--- src/rtl/axil_reg_slave_if.sv ---
// AXI4-Lite bus bundle between an interconnect master and the register-bank slave.
interface axil_reg_slave_if #(
    parameter int ADDR_W = 9
);
    logic [ADDR_W-1:0] AXI_AWADDR;
    logic [2:0]        AXI_AWPROT;
    logic              AXI_AWVALID;
    logic              AXI_AWREADY;
    logic [31:0]       AXI_WDATA;
    logic [3:0]        AXI_WSTRB;
    logic              AXI_WVALID;
    logic              AXI_WREADY;
    logic [1:0]        AXI_BRESP;
    logic              AXI_BVALID;
    logic              AXI_BREADY;
    logic [ADDR_W-1:0] AXI_ARADDR;
    logic [2:0]        AXI_ARPROT;
    logic              AXI_ARVALID;
    logic              AXI_ARREADY;
    logic [31:0]       AXI_RDATA;
    logic [1:0]        AXI_RRESP;
    logic              AXI_RVALID;
    logic              AXI_RREADY;

    modport master (
        output AXI_AWADDR, AXI_AWPROT, AXI_AWVALID, input AXI_AWREADY,
        output AXI_WDATA, AXI_WSTRB, AXI_WVALID, input AXI_WREADY,
        input  AXI_BRESP, AXI_BVALID, output AXI_BREADY,
        output AXI_ARADDR, AXI_ARPROT, AXI_ARVALID, input AXI_ARREADY,
        input  AXI_RDATA, AXI_RRESP, AXI_RVALID, output AXI_RREADY
    );

    modport slave (
        input  AXI_AWADDR, AXI_AWPROT, AXI_AWVALID, output AXI_AWREADY,
        input  AXI_WDATA, AXI_WSTRB, AXI_WVALID, output AXI_WREADY,
        output AXI_BRESP, AXI_BVALID, input AXI_BREADY,
        input  AXI_ARADDR, AXI_ARPROT, AXI_ARVALID, output AXI_ARREADY,
        output AXI_RDATA, AXI_RRESP, AXI_RVALID, input AXI_RREADY
    );
endinterface

--- src/rtl/axil_reg_slave.sv ---
// AXI4-Lite register bank: RW control words out to core logic, RO words mirror status inputs.
// AW and W are buffered independently and committed together; reads are served with one cycle latency.
module axil_reg_slave #(
    parameter int                    C_AXI_DATA_WIDTH = 32,
    parameter int                    C_AXI_ADDR_WIDTH = 9,
    parameter int                    NUM_REGS         = 16,
    parameter logic [NUM_REGS-1:0]   RO_MASK          = '0
) (
    input  logic                     AXI_ACLK,
    input  logic                     AXI_ARESETN,
    axil_reg_slave_if.slave          s_axi,
    output logic [NUM_REGS*32-1:0]   reg_out,
    input  logic [NUM_REGS*32-1:0]   reg_in,
    output logic [NUM_REGS-1:0]      wr_pulse
);
    localparam int IW = C_AXI_ADDR_WIDTH - 2;
    localparam logic [1:0] RESP_OKAY   = 2'b00;
    localparam logic [1:0] RESP_SLVERR = 2'b10;

    logic                          aw_full_q, aw_full_d;
    logic [IW-1:0]                 aw_idx_q, aw_idx_d;
    logic                          w_full_q, w_full_d;
    logic [31:0]                   w_data_q, w_data_d;
    logic [3:0]                    w_strb_q, w_strb_d;
    logic                          bvalid_q, bvalid_d;
    logic [1:0]                    bresp_q, bresp_d;
    logic                          rvalid_q, rvalid_d;
    logic [31:0]                   rdata_q, rdata_d;
    logic [1:0]                    rresp_q, rresp_d;
    logic [NUM_REGS-1:0][31:0]     regs_q, regs_d;
    logic [NUM_REGS-1:0]           wr_pulse_q, wr_pulse_d;

    logic aw_hs, w_hs, ar_hs, commit;
    logic [IW-1:0] ar_idx;
    logic unused_ok;

    // Readies are held low for the whole time reset is asserted, not just after the edge.
    assign s_axi.AXI_AWREADY = AXI_ARESETN & ~aw_full_q;
    assign s_axi.AXI_WREADY  = AXI_ARESETN & ~w_full_q;
    assign s_axi.AXI_ARREADY = AXI_ARESETN & ~rvalid_q;
    assign s_axi.AXI_BVALID  = bvalid_q;
    assign s_axi.AXI_BRESP   = bresp_q;
    assign s_axi.AXI_RVALID  = rvalid_q;
    assign s_axi.AXI_RDATA   = rdata_q;
    assign s_axi.AXI_RRESP   = rresp_q;
    assign reg_out           = regs_q;
    assign wr_pulse          = wr_pulse_q;

    assign aw_hs  = s_axi.AXI_AWVALID & s_axi.AXI_AWREADY;
    assign w_hs   = s_axi.AXI_WVALID & s_axi.AXI_WREADY;
    assign ar_hs  = s_axi.AXI_ARVALID & s_axi.AXI_ARREADY;
    assign commit = aw_full_q & w_full_q & ~bvalid_q;
    assign ar_idx = s_axi.AXI_ARADDR[C_AXI_ADDR_WIDTH-1:2];

    assign unused_ok = ^{s_axi.AXI_AWPROT, s_axi.AXI_ARPROT,
                         s_axi.AXI_AWADDR[1:0], s_axi.AXI_ARADDR[1:0]};

    always_comb begin
        aw_full_d  = aw_full_q;
        aw_idx_d   = aw_idx_q;
        w_full_d   = w_full_q;
        w_data_d   = w_data_q;
        w_strb_d   = w_strb_q;
        bvalid_d   = bvalid_q;
        bresp_d    = bresp_q;
        rvalid_d   = rvalid_q;
        rdata_d    = rdata_q;
        rresp_d    = rresp_q;
        regs_d     = regs_q;
        wr_pulse_d = '0;

        if (aw_hs) begin
            aw_full_d = 1'b1;
            aw_idx_d  = s_axi.AXI_AWADDR[C_AXI_ADDR_WIDTH-1:2];
        end
        if (w_hs) begin
            w_full_d = 1'b1;
            w_data_d = s_axi.AXI_WDATA;
            w_strb_d = s_axi.AXI_WSTRB;
        end
        if (bvalid_q && s_axi.AXI_BREADY)
            bvalid_d = 1'b0;

        // An index that matches no implemented register falls through to SLVERR.
        if (commit) begin
            aw_full_d = 1'b0;
            w_full_d  = 1'b0;
            bvalid_d  = 1'b1;
            bresp_d   = RESP_SLVERR;
            for (int i = 0; i < NUM_REGS; i++) begin
                if (32'(aw_idx_q) == i) begin
                    bresp_d       = RESP_OKAY;
                    wr_pulse_d[i] = 1'b1;
                    if (!RO_MASK[i])
                        for (int b = 0; b < 4; b++)
                            if (w_strb_q[b]) regs_d[i][8*b +: 8] = w_data_q[8*b +: 8];
                end
            end
        end

        if (rvalid_q && s_axi.AXI_RREADY)
            rvalid_d = 1'b0;
        // Read samples regs_q, so a same-edge commit is not yet visible.
        if (ar_hs) begin
            rvalid_d = 1'b1;
            rdata_d  = '0;
            rresp_d  = RESP_SLVERR;
            for (int i = 0; i < NUM_REGS; i++) begin
                if (32'(ar_idx) == i) begin
                    rresp_d = RESP_OKAY;
                    rdata_d = RO_MASK[i] ? reg_in[32*i +: 32] : regs_q[i];
                end
            end
        end
    end

    always_ff @(posedge AXI_ACLK or negedge AXI_ARESETN) begin
        if (!AXI_ARESETN) begin
            aw_full_q  <= 1'b0;
            aw_idx_q   <= '0;
            w_full_q   <= 1'b0;
            w_data_q   <= '0;
            w_strb_q   <= '0;
            bvalid_q   <= 1'b0;
            bresp_q    <= '0;
            rvalid_q   <= 1'b0;
            rdata_q    <= '0;
            rresp_q    <= '0;
            regs_q     <= '0;
            wr_pulse_q <= '0;
        end else begin
            aw_full_q  <= aw_full_d;
            aw_idx_q   <= aw_idx_d;
            w_full_q   <= w_full_d;
            w_data_q   <= w_data_d;
            w_strb_q   <= w_strb_d;
            bvalid_q   <= bvalid_d;
            bresp_q    <= bresp_d;
            rvalid_q   <= rvalid_d;
            rdata_q    <= rdata_d;
            rresp_q    <= rresp_d;
            regs_q     <= regs_d;
            wr_pulse_q <= wr_pulse_d;
        end
    end
endmodule
--- src/flat_wrapper.sv ---
// flat-port wrapper written by rule: the top's interface ports become plain ports
module axil_reg_slave_flat 
#(
    parameter int                    C_AXI_DATA_WIDTH = 32,
    parameter int                    C_AXI_ADDR_WIDTH = 9,
    parameter int                    NUM_REGS         = 16,
    parameter logic [NUM_REGS-1:0]   RO_MASK          = '0
)
  (AXI_ACLK, AXI_ARESETN, reg_out, reg_in, wr_pulse, s_axi_AXI_AWADDR, s_axi_AXI_AWPROT, s_axi_AXI_AWVALID, s_axi_AXI_AWREADY, s_axi_AXI_WDATA, s_axi_AXI_WSTRB, s_axi_AXI_WVALID, s_axi_AXI_WREADY, s_axi_AXI_BRESP, s_axi_AXI_BVALID, s_axi_AXI_BREADY, s_axi_AXI_ARADDR, s_axi_AXI_ARPROT, s_axi_AXI_ARVALID, s_axi_AXI_ARREADY, s_axi_AXI_RDATA, s_axi_AXI_RRESP, s_axi_AXI_RVALID, s_axi_AXI_RREADY);
  axil_reg_slave_if s_axi_i ();
  input  logic AXI_ACLK;
  input  logic AXI_ARESETN;
  output logic [NUM_REGS*32-1:0] reg_out;
  input  logic [NUM_REGS*32-1:0] reg_in;
  output logic [NUM_REGS-1:0] wr_pulse;
  input wire logic [$bits(s_axi_i.AXI_AWADDR)-1:0] s_axi_AXI_AWADDR;
  input wire logic [$bits(s_axi_i.AXI_AWPROT)-1:0] s_axi_AXI_AWPROT;
  input wire logic [$bits(s_axi_i.AXI_AWVALID)-1:0] s_axi_AXI_AWVALID;
  output wire logic [$bits(s_axi_i.AXI_AWREADY)-1:0] s_axi_AXI_AWREADY;
  input wire logic [$bits(s_axi_i.AXI_WDATA)-1:0] s_axi_AXI_WDATA;
  input wire logic [$bits(s_axi_i.AXI_WSTRB)-1:0] s_axi_AXI_WSTRB;
  input wire logic [$bits(s_axi_i.AXI_WVALID)-1:0] s_axi_AXI_WVALID;
  output wire logic [$bits(s_axi_i.AXI_WREADY)-1:0] s_axi_AXI_WREADY;
  output wire logic [$bits(s_axi_i.AXI_BRESP)-1:0] s_axi_AXI_BRESP;
  output wire logic [$bits(s_axi_i.AXI_BVALID)-1:0] s_axi_AXI_BVALID;
  input wire logic [$bits(s_axi_i.AXI_BREADY)-1:0] s_axi_AXI_BREADY;
  input wire logic [$bits(s_axi_i.AXI_ARADDR)-1:0] s_axi_AXI_ARADDR;
  input wire logic [$bits(s_axi_i.AXI_ARPROT)-1:0] s_axi_AXI_ARPROT;
  input wire logic [$bits(s_axi_i.AXI_ARVALID)-1:0] s_axi_AXI_ARVALID;
  output wire logic [$bits(s_axi_i.AXI_ARREADY)-1:0] s_axi_AXI_ARREADY;
  output wire logic [$bits(s_axi_i.AXI_RDATA)-1:0] s_axi_AXI_RDATA;
  output wire logic [$bits(s_axi_i.AXI_RRESP)-1:0] s_axi_AXI_RRESP;
  output wire logic [$bits(s_axi_i.AXI_RVALID)-1:0] s_axi_AXI_RVALID;
  input wire logic [$bits(s_axi_i.AXI_RREADY)-1:0] s_axi_AXI_RREADY;
  assign s_axi_i.AXI_AWADDR = s_axi_AXI_AWADDR;
  assign s_axi_i.AXI_AWPROT = s_axi_AXI_AWPROT;
  assign s_axi_i.AXI_AWVALID = s_axi_AXI_AWVALID;
  assign s_axi_AXI_AWREADY = s_axi_i.AXI_AWREADY;
  assign s_axi_i.AXI_WDATA = s_axi_AXI_WDATA;
  assign s_axi_i.AXI_WSTRB = s_axi_AXI_WSTRB;
  assign s_axi_i.AXI_WVALID = s_axi_AXI_WVALID;
  assign s_axi_AXI_WREADY = s_axi_i.AXI_WREADY;
  assign s_axi_AXI_BRESP = s_axi_i.AXI_BRESP;
  assign s_axi_AXI_BVALID = s_axi_i.AXI_BVALID;
  assign s_axi_i.AXI_BREADY = s_axi_AXI_BREADY;
  assign s_axi_i.AXI_ARADDR = s_axi_AXI_ARADDR;
  assign s_axi_i.AXI_ARPROT = s_axi_AXI_ARPROT;
  assign s_axi_i.AXI_ARVALID = s_axi_AXI_ARVALID;
  assign s_axi_AXI_ARREADY = s_axi_i.AXI_ARREADY;
  assign s_axi_AXI_RDATA = s_axi_i.AXI_RDATA;
  assign s_axi_AXI_RRESP = s_axi_i.AXI_RRESP;
  assign s_axi_AXI_RVALID = s_axi_i.AXI_RVALID;
  assign s_axi_i.AXI_RREADY = s_axi_AXI_RREADY;
  axil_reg_slave #(.C_AXI_DATA_WIDTH(C_AXI_DATA_WIDTH), .C_AXI_ADDR_WIDTH(C_AXI_ADDR_WIDTH), .NUM_REGS(NUM_REGS), .RO_MASK(RO_MASK)) u_core (.AXI_ACLK(AXI_ACLK), .AXI_ARESETN(AXI_ARESETN), .s_axi(s_axi_i), .reg_out(reg_out), .reg_in(reg_in), .wr_pulse(wr_pulse));
endmodule
--- config.mk ---
export PLATFORM = sky130hd
export DESIGN_NAME = axil_reg_slave_flat
export DESIGN_NICKNAME = d
export VERILOG_FILES = /design/src/rtl/axil_reg_slave_if.sv /design/src/rtl/axil_reg_slave.sv /design/src/flat_wrapper.sv
export SDC_FILE = /design/constraint.sdc
export NUM_CORES = 1
export LEC_CHECK = 0
export CORE_AREA = 2 2 447 449
export DETAILED_ROUTE_END_ITERATION = 12
export DIE_AREA = 0 0 449 451
export DONT_BUFFER_PORTS = 1
export PLACE_DENSITY = 0.36
export SLEW_MARGIN = 5
export SYNTH_ARGS = -nofsm -noshare
export SYNTH_HDL_FRONTEND = slang
export SYNTH_SLANG_ARGS = --single-unit
--- constraint.sdc ---
create_clock -name AXI_ACLK -period 2.8 [get_ports AXI_ACLK]
set_input_delay 0.28 -clock AXI_ACLK [delete_from_list [all_inputs] [get_ports AXI_ACLK]]
set_output_delay 0.28 -clock AXI_ACLK [all_outputs]
set_load 0.02 [all_outputs]
==> run notes, run 1 <==
In this run, synthesis inferred 0 flip-flops with an integrated enable. The filler cells instantiated in the layout total 21.8k. The first global-routing pass estimated 220 mm of wire. With the relative contribution of the clock network to total power at 0.370, the count of pins on the block boundary is 1148.

Of all cell types, the one taking the most synthesized area is dfrtp_1. The final reports fail on negative hold slack. The run gives 100 for the number of endpoints with negative hold slack in the final report. Per the CTS log, the buffer count on the longest clock path is 3. Per the log, the first TritonRoute iteration ended with a DRC count of 1246. In the Yosys report the total cell count is 2141. Summed over all nets, the switching power comes to 11.4 mW. In this run the standard cell core region covers 198000 um^2.

Via count of the first global-routing pass: 20.6k. The register area share after synthesis is 0.536. Data on the critical path is required at its endpoint by 3440 ps. The run gives 512 for the flip-flop count of the largest register after layout. In this run the worst hold path is classified as primary input to asynchronous set/reset pin. The most critical setup path has its startpoint at u_core.reg_out[111]. The most frequently placed logic cell in the final layout was dfrtp_1.

Timing analysis after detailed placement gives a worst setup slack of 60.2 ps. The XOR/XNOR share of the synthesized area works out to 0. Listed in order, past its start point the critical path passes mux2i_1, a221o_1, a221oi_2, o22ai_1, o21ai_1. The number of buffers and inverters on the critical path is 0, and the remaining global-route overflow is 0. The first TritonRoute pass finished after 5 iterations. Once layout is complete, the cells apart from fillers number 5053. Setup repair after global routing left no endpoint under its margin. The critical path runs through a total of 5 cells. Entering global routing, the biggest net connects 615 pins. The most common logic cells in the final layout are dfrtp_1, mux2_2, buf_4, clkbuf_16, dlygate4sd3_1.

Each instance of the synthesized netlist takes up on average 13.3 um^2. Power attributed to the clock group is 11.0 mW. The routed layout reports a DRC error count of 0. Across the run, the number of max-cap violations was 0. The largest single stage delay on the critical path is 1110 ps. The worst register-to-register path depth is 5. After clock tree synthesis, the repair step resized 0 gates.

For the number of slew-limit violations in the final report, the log shows 0. Per the timing report, the most critical flop-to-flop path originates at u_core.reg_out[111]. Summing all placed instances gives a cell area of 32300 um^2. Family of cells with the greatest summed delay on the critical path: AND-OR/OR-AND gates. The logs give 0.490 for the relative contribution of sequential cells to total power and 18.3 mW for the total internal power.

For the worst hold slack, the log shows -694 ps. Fraction of synthesis flops using an asynchronous set or reset pin: 1.00. The post-synthesis share of cell area spent on and-or and or-and gates works out to 0.0906. The chip area line in the Yosys stat output reads 28400 um^2. On the critical path, the stage with the largest delay is an instance of a221oi_2.

The critical register-to-register path endpoint was u_core.s_axi.AXI_RDATA[15]. The run gives 0 for the antenna violation net count after detailed routing. The initialized floorplan defines 164 standard-cell rows.

Kind of critical path: register to register. After layout, the design draws a total of 29.7 mW. Before any placement, the netlist area is recorded as 28400 um^2.

The fraction of post-synthesis cell area in the top cell type by area was 0.536. The run finished, with violations left. The run gives 0.0687 for the simple-gate portion of the synthesized area. Endpoints with negative setup slack in the final report add up to 0. Adder-cell area share of the yosys netlist: 0.

With the power consumed by combinational cells at 4.15 mW, the number of post-CTS setup repair buffers is 0. After synthesis, the netlist uses 73 different library cells. With the number of instances in the synthesized netlist at 2141, the peak ir drop on the vdd network is 0.588 mV. The leakage component of the power was reported as 16.1 nW. Dividing the detail-routed wire length by the instance count gives 33.8 um. The multiplexer share of the synthesized area came out at 0.278.
## run 1: routing by layer
layer | wire length [um] | vias up | track usage
met1 | 75000 | 10900 | 0.213
met5 | 29 | - | 0
met4 | 4190 | 4 | 0.0404
li1 | - | 8332 | -
met2 | 72900 | 838 | 0.239
met3 | 18700 | 147 | 0.0741
## run 1: layout make-up
class	instances	area, um^2	share of cell area
Antenna cell	21	52.6	0.00145
Sequential cell	609	15200	0.420
Inverter	7	26.3	0.000725
Tap cell	2656	3320	0.0917
Multi-Input combinational cell	1382	12500	0.345
Clock buffer	120	2460	0.0678
Clock inverter	31	369	0.0102
Timing Repair Buffer	227	2270	0.0628
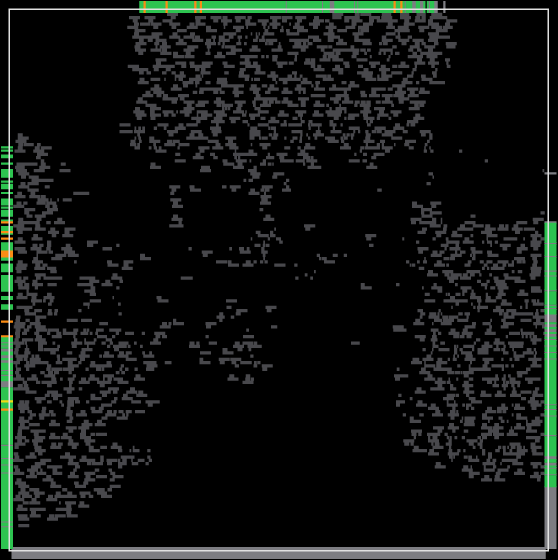
Figure 1: run 1, I/O pins on the die edge.
Pins as bars across the die edge, other pins in grey.
Green stands for reg_out, pins 512, direction output, edge 218 top, 164 left, 130 right. Orange stands for wr_pulse, pins 16, direction output, edge 10 left, 6 top. Yellow stands for s_axi_AXI_BVALID, pins 1, direction output, edge left.
All pins by edge: 484 bottom, 267 top, 202 right, 195 left.
die width: 449 um
IO buf count: 0
DIE HEIGHT: 451 um

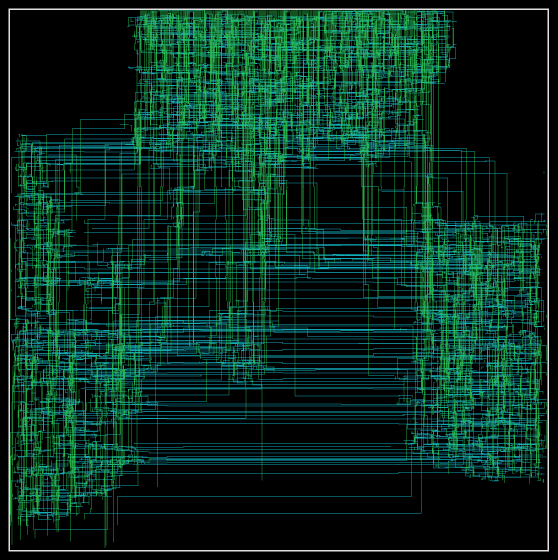
Figure 2: run 1, wiring by layer.
Two of the layers only.
Cyan stands for met1, wire length 75.0 mm. Green stands for met2, wire length 72.9 mm.
vias after detailed routing: 20.2k
total routed wirelength: 171 mm
all-layer global routing usage: 0.162

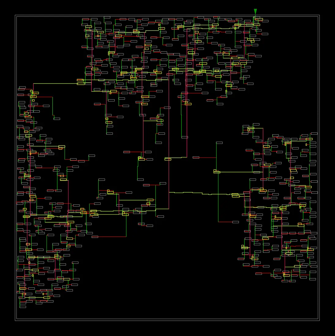
Figure 3: run 1, the clock network.
cts bufs inserted: 83
skew final: 76.2 ps
sink count of the clock tree: 609
worst-skew pair later-pin latency: 730 ps

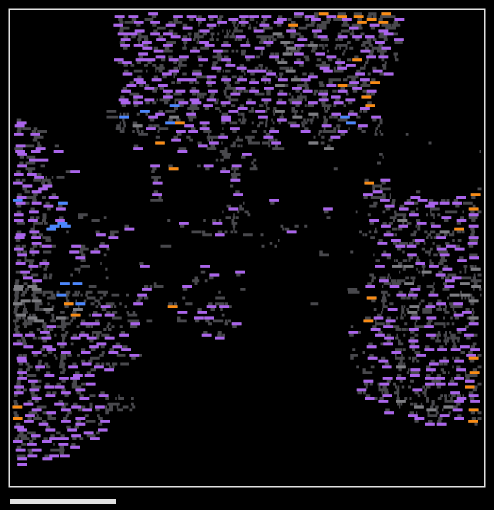
Figure 4: run 1, sequential cells grouped by signal name.
Scale bar: 100 um. Other sequential cells in the stronger grey, the rest of the logic in the fainter grey.
Blue stands for u_core.wr_pulse, flops 16. Orange stands for u_core.w_data_q, flops 32, where spread over the die. Purple stands for u_core.reg_out, flops 512, where spread over the die.
Another 49 sequential cells are not coloured.
power dissipated in sequential cells: 14.6 mW
area occupied by registers: 15200 um^2
Seq area share: 0.420
Core Util, Final: 0.183

## Run 2: what changed since run 1
--- a/config.mk
+++ b/config.mk
@@ -6,6 +6,7 @@
 export NUM_CORES = 1
 export LEC_CHECK = 0
 export CORE_AREA = 2 2 447 449
+export CTS_BUF_LIST = sky130_fd_sc_hd__clkbuf_4 sky130_fd_sc_hd__clkbuf_8
 export DETAILED_ROUTE_END_ITERATION = 12
 export DIE_AREA = 0 0 449 451
 export DONT_BUFFER_PORTS = 1
==> constraint.sdc (replaced) <==
create_clock -name AXI_ACLK -period 3.3 [get_ports AXI_ACLK]
set_input_delay 0.33 -clock AXI_ACLK [delete_from_list [all_inputs] [get_ports AXI_ACLK]]
set_output_delay 0.33 -clock AXI_ACLK [all_outputs]
set_load 0.02 [all_outputs]
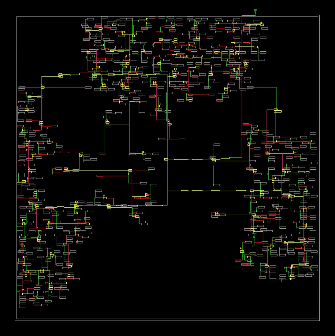
Figure 5: run 2, the clock network.
clock buf count: 191
skew final: 64.0 ps
clock network power consumption: 8.62 mW
worst-skew pair later-pin latency: 890 ps
cts bufs inserted: 130

==> run notes, run 2 <==
The critical path endpoint has a required time of 4100 ps. 26 antenna diodes ended up in the layout. The overall die height was 451 um. Setup repair after global routing left no endpoint under its margin. The number of non-clock inverters works out to 7. The run gives 0 for the number of maximum-capacitance constraint violations. The run finished, with violations left. With the clock net sink count at 609, the final core utilization is 0.181. dfrtp_1 takes more of the synthesized area than any other cell. The run gives 308 for the number of endpoints with negative hold slack in the final report.

The critical register-to-register path endpoint is u_core.reg_out[222]. The number of logic stages on the critical path including buffering is 8, and the area figure in the yosys stat output is 28400 um^2. Kind of critical path: primary input to register. The number of library cell types mapped by synthesis is 73, and the largest stage delay on the critical path is 1100 ps. Highest layer used for signal routing: met5. The number of slew-limit violations in the final report came out at 0. The final layout report lists a non-clock buffer count of 200. Summed over all nets, wire length on met2 after detailed routing comes to 73.5 mm. The critical path goes through dlygate4sd3_1, nor2_1, nand2_2, buf_4, a221oi_2, a211oi_1, o31ai_1, dlygate4sd3_1. After filler insertion, the fill cell instance count of the layout stands at 21.9k. The checks that failed: negative hold slack, negative setup slack. The logs give -305 ps for the worst hold slack and 15200 um^2 for the register area. The fraction of post-synthesis cell area in the top cell type by area works out to 0.536. Counting along the longest clock path gives a buffer depth of 3. The synthesized instance count is 2141. The run gives 0 as the remaining routing DRC violations. The register with the most flip-flops in the layout has 512 of them.

Counting flops with a built-in enable in the synthesized netlist gives 0. The pre-CTS setup slack came out at 219 ps. The setup slack after layout came out at -2.61 ps.

According to the report, the first pass of detailed routing completed in 5 iterations. The logs give 0 for the remaining global-route overflow and 75.9 mm for the detailed-routing wirelength on met1. The number of endpoints failing setup at the final stage came out at 1. The number of violations reported at the end of detailed-routing iteration 0 was 1390.

Type of the tightest min-delay check: primary input to asynchronous set/reset pin. In this run, post-CTS repair resized a total of 0 instances. The most frequently placed logic cell in the final layout is dfrtp_1. The top cell types in the final layout, fill and taps aside, are dfrtp_1, mux2_2, clkbuf_8, buf_4, dlygate4sd3_1. The cell area that synthesis handed to floorplanning was 28400 um^2.

For this design the static power due to leakage is 16.0 nW. The share of final layout cell area taken by non-clock buffers is 0.0573, and the depth of the most critical reg-to-reg path is 5. The tools report the register area share after synthesis as 0.536.

The total power was 24.6 mW. Excluding fillers, the count of instances in the completed layout stands at 5100.
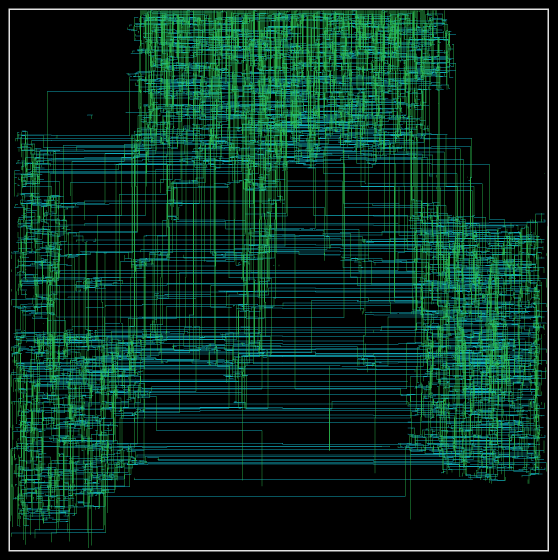
Figure 6: run 2, wiring by layer.
Two of the layers only.
Cyan stands for met1, wire length 75.9 mm. Green stands for met2, wire length 73.5 mm.
average wire per standard cell: 34.0 um
all-layer global routing usage: 0.167
vias after detailed routing: 20.4k
total routed wirelength: 173 mm

run 2: cell counts after synthesis:
Identical to the previous run, type by type.
run 2: logic make-up after synthesis:
group	Yosys count	synth area share
muxes	675	0.278
buffers and inverters	151	0.0269
AOI/OAI and AO/OA	368	0.0906
and+or+nand+nor	337	0.0687
other	1	0.000132
DFF	609	0.536
run 2: power by group:
group / switching (mW) / internal (mW)
registers: 4.14 / 8.51
clock network: 3.92 / 4.70
logic: 1.69 / 1.61
run 2: metal layers:
layer | global-route usage | vias to the layer above
li1 | - | 8393
met1 | 0.217 | 10900
met2 | 0.243 | 889
met3 | 0.0798 | 188
met4 | 0.0458 | 4
met5 | 0 | -
run 2: tightest hold or removal path: cells and delay by family:
kind,cells,cell delay (ps)
buffers and inverters,3,710
## Run 3: what changed since run 2
--- a/config.mk
+++ b/config.mk
@@ -5,10 +5,10 @@
 export SDC_FILE = /design/constraint.sdc
 export NUM_CORES = 1
 export LEC_CHECK = 0
-export CORE_AREA = 2 2 447 449
+export CORE_AREA = 4 4 449 451
 export CTS_BUF_LIST = sky130_fd_sc_hd__clkbuf_4 sky130_fd_sc_hd__clkbuf_8
 export DETAILED_ROUTE_END_ITERATION = 12
-export DIE_AREA = 0 0 449 451
+export DIE_AREA = 0 0 453 455
 export DONT_BUFFER_PORTS = 1
 export PLACE_DENSITY = 0.36
 export SLEW_MARGIN = 5
==> run notes, run 3 <==
The run finished, with violations left. The final reports fail on negative hold slack. CTS saw 609 sinks. Multi-input combinational cells in the finished layout were counted as 1382. The total global routing track utilization is 0.159.

The detailed router used layers up to and including met5. The sequential cells in the finished layout cover a total of 15200 um^2. After synthesis, the design contains 2141 cells according to Yosys. With the share of final layout cell area taken by non-clock buffers at 0.0508, the average instance area after synthesis is 13.3 um^2. For the deepest clock path buffer count, the log shows 3. The global routing's busiest layer was met2. The remaining global-route overflow is 0. After synthesis, the chip area reported by Yosys is 28400 um^2. The largest single stage delay on the critical path is 620 ps. The sequential share of cell area works out to 0.428. TritonCTS created 119 clock buffers. The tools report the via count of the first global-routing pass as 20.7k. In the final layout, the multi-input gates occupy 12500 um^2. The worst setup path is of the primary input to register kind.

The final timing report lists a hold violation count of 145. Yosys mapped a number of flops with a built-in enable equal to 0. Setup slack on the worst path after placement came out at 390 ps.

The run gives 21.7k for the number of fill cells in the layout. The depth of the most critical reg-to-reg path works out to 8. The type of the tightest min-delay check is primary input to asynchronous set/reset pin. The run gives 0 for the number of slew-limit violations in the final report. In the finished design the tool counted flip-flops and latches totalling 609.

The number of endpoints failing setup at the final stage came out at 0. With the standard-cell row count at 163, the critical path data required time is 4080 ps. The signal on the critical path passes through buf_16, buf_16, nand3b_1, buf_4, o21ai_0, o211ai_1, dlygate4sd3_1, a21oi_1, o31ai_1, dlygate4sd3_1.

The number of setup buffers added after CTS is 0. The run gives -830 ps as the worst hold slack. The count of pins on the block boundary is 1148.

Summed over the clock group, the power is 8.70 mW. The register with the most flip-flops in the layout has 512 of them. The top cell type in the final layout, fill and taps aside, is dfrtp_1.

For the peak ir drop on the vdd network, the log shows 0.380 mV.
-- run 3: cell counts after synthesis --
Identical to the previous run, type by type.
-- run 3: cell families (layout without fill, tap and decap cells) --
kind of cell | Yosys count | count (layout) | synth area share
AOI/OAI and AO/OA | 368 | 368 | 0.0906
DFF | 609 | 609 | 0.536
and+or+nand+nor | 337 | 337 | 0.0687
muxes | 675 | 675 | 0.278
other | 1 | 22 | 0.000132
buffers and inverters | 151 | 407 | 0.0269
-- run 3: per-stage QoR --
stage                     hold slack, ps  instances  instance area [um^2]
after CTS                           -927       5032                 35400
after global placement              50.4       4727                 31800
final                               -830       5058                 35600
after floorplan                     34.4       2142                 28400
after detailed placement            48.5       4727                 31800
after global routing                -906       5044                 35600
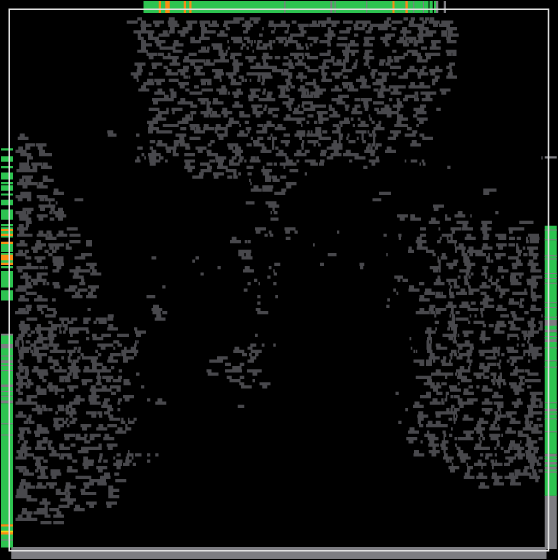
Figure 7: run 3, I/O pins on the die edge.
Pins as bars across the die edge, other pins in grey.
Yellow stands for s_axi_AXI_BVALID, pins 1, direction output, edge left. Orange stands for wr_pulse, pins 16, direction output, edge 9 left, 7 top. Green stands for reg_out, pins 512, direction output, edge 217 top, 164 left, 131 right.
All pins by edge: 489 bottom, 266 top, 201 right, 192 left.
die width: 453 um
DIE HEIGHT: 455 um

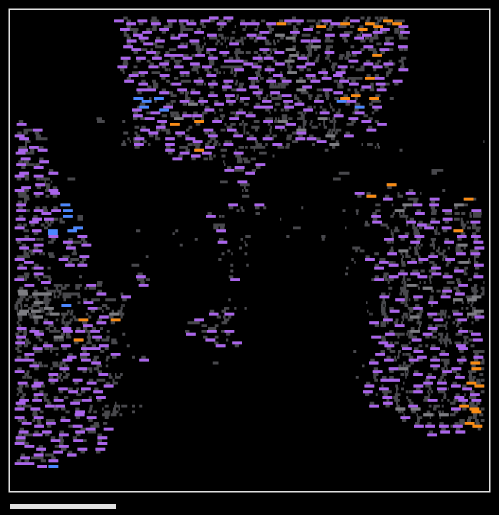
Figure 8: run 3, sequential cells grouped by signal name.
Scale bar: 100 um. Other sequential cells in the stronger grey, the rest of the logic in the fainter grey.
Blue stands for u_core.wr_pulse, flops 16. Orange stands for u_core.w_data_q, flops 32, where spread over the die. Purple stands for u_core.reg_out, flops 512, where spread over the die.
Another 49 sequential cells are not coloured.

Power is estimated from default activity; no workload was simulated.
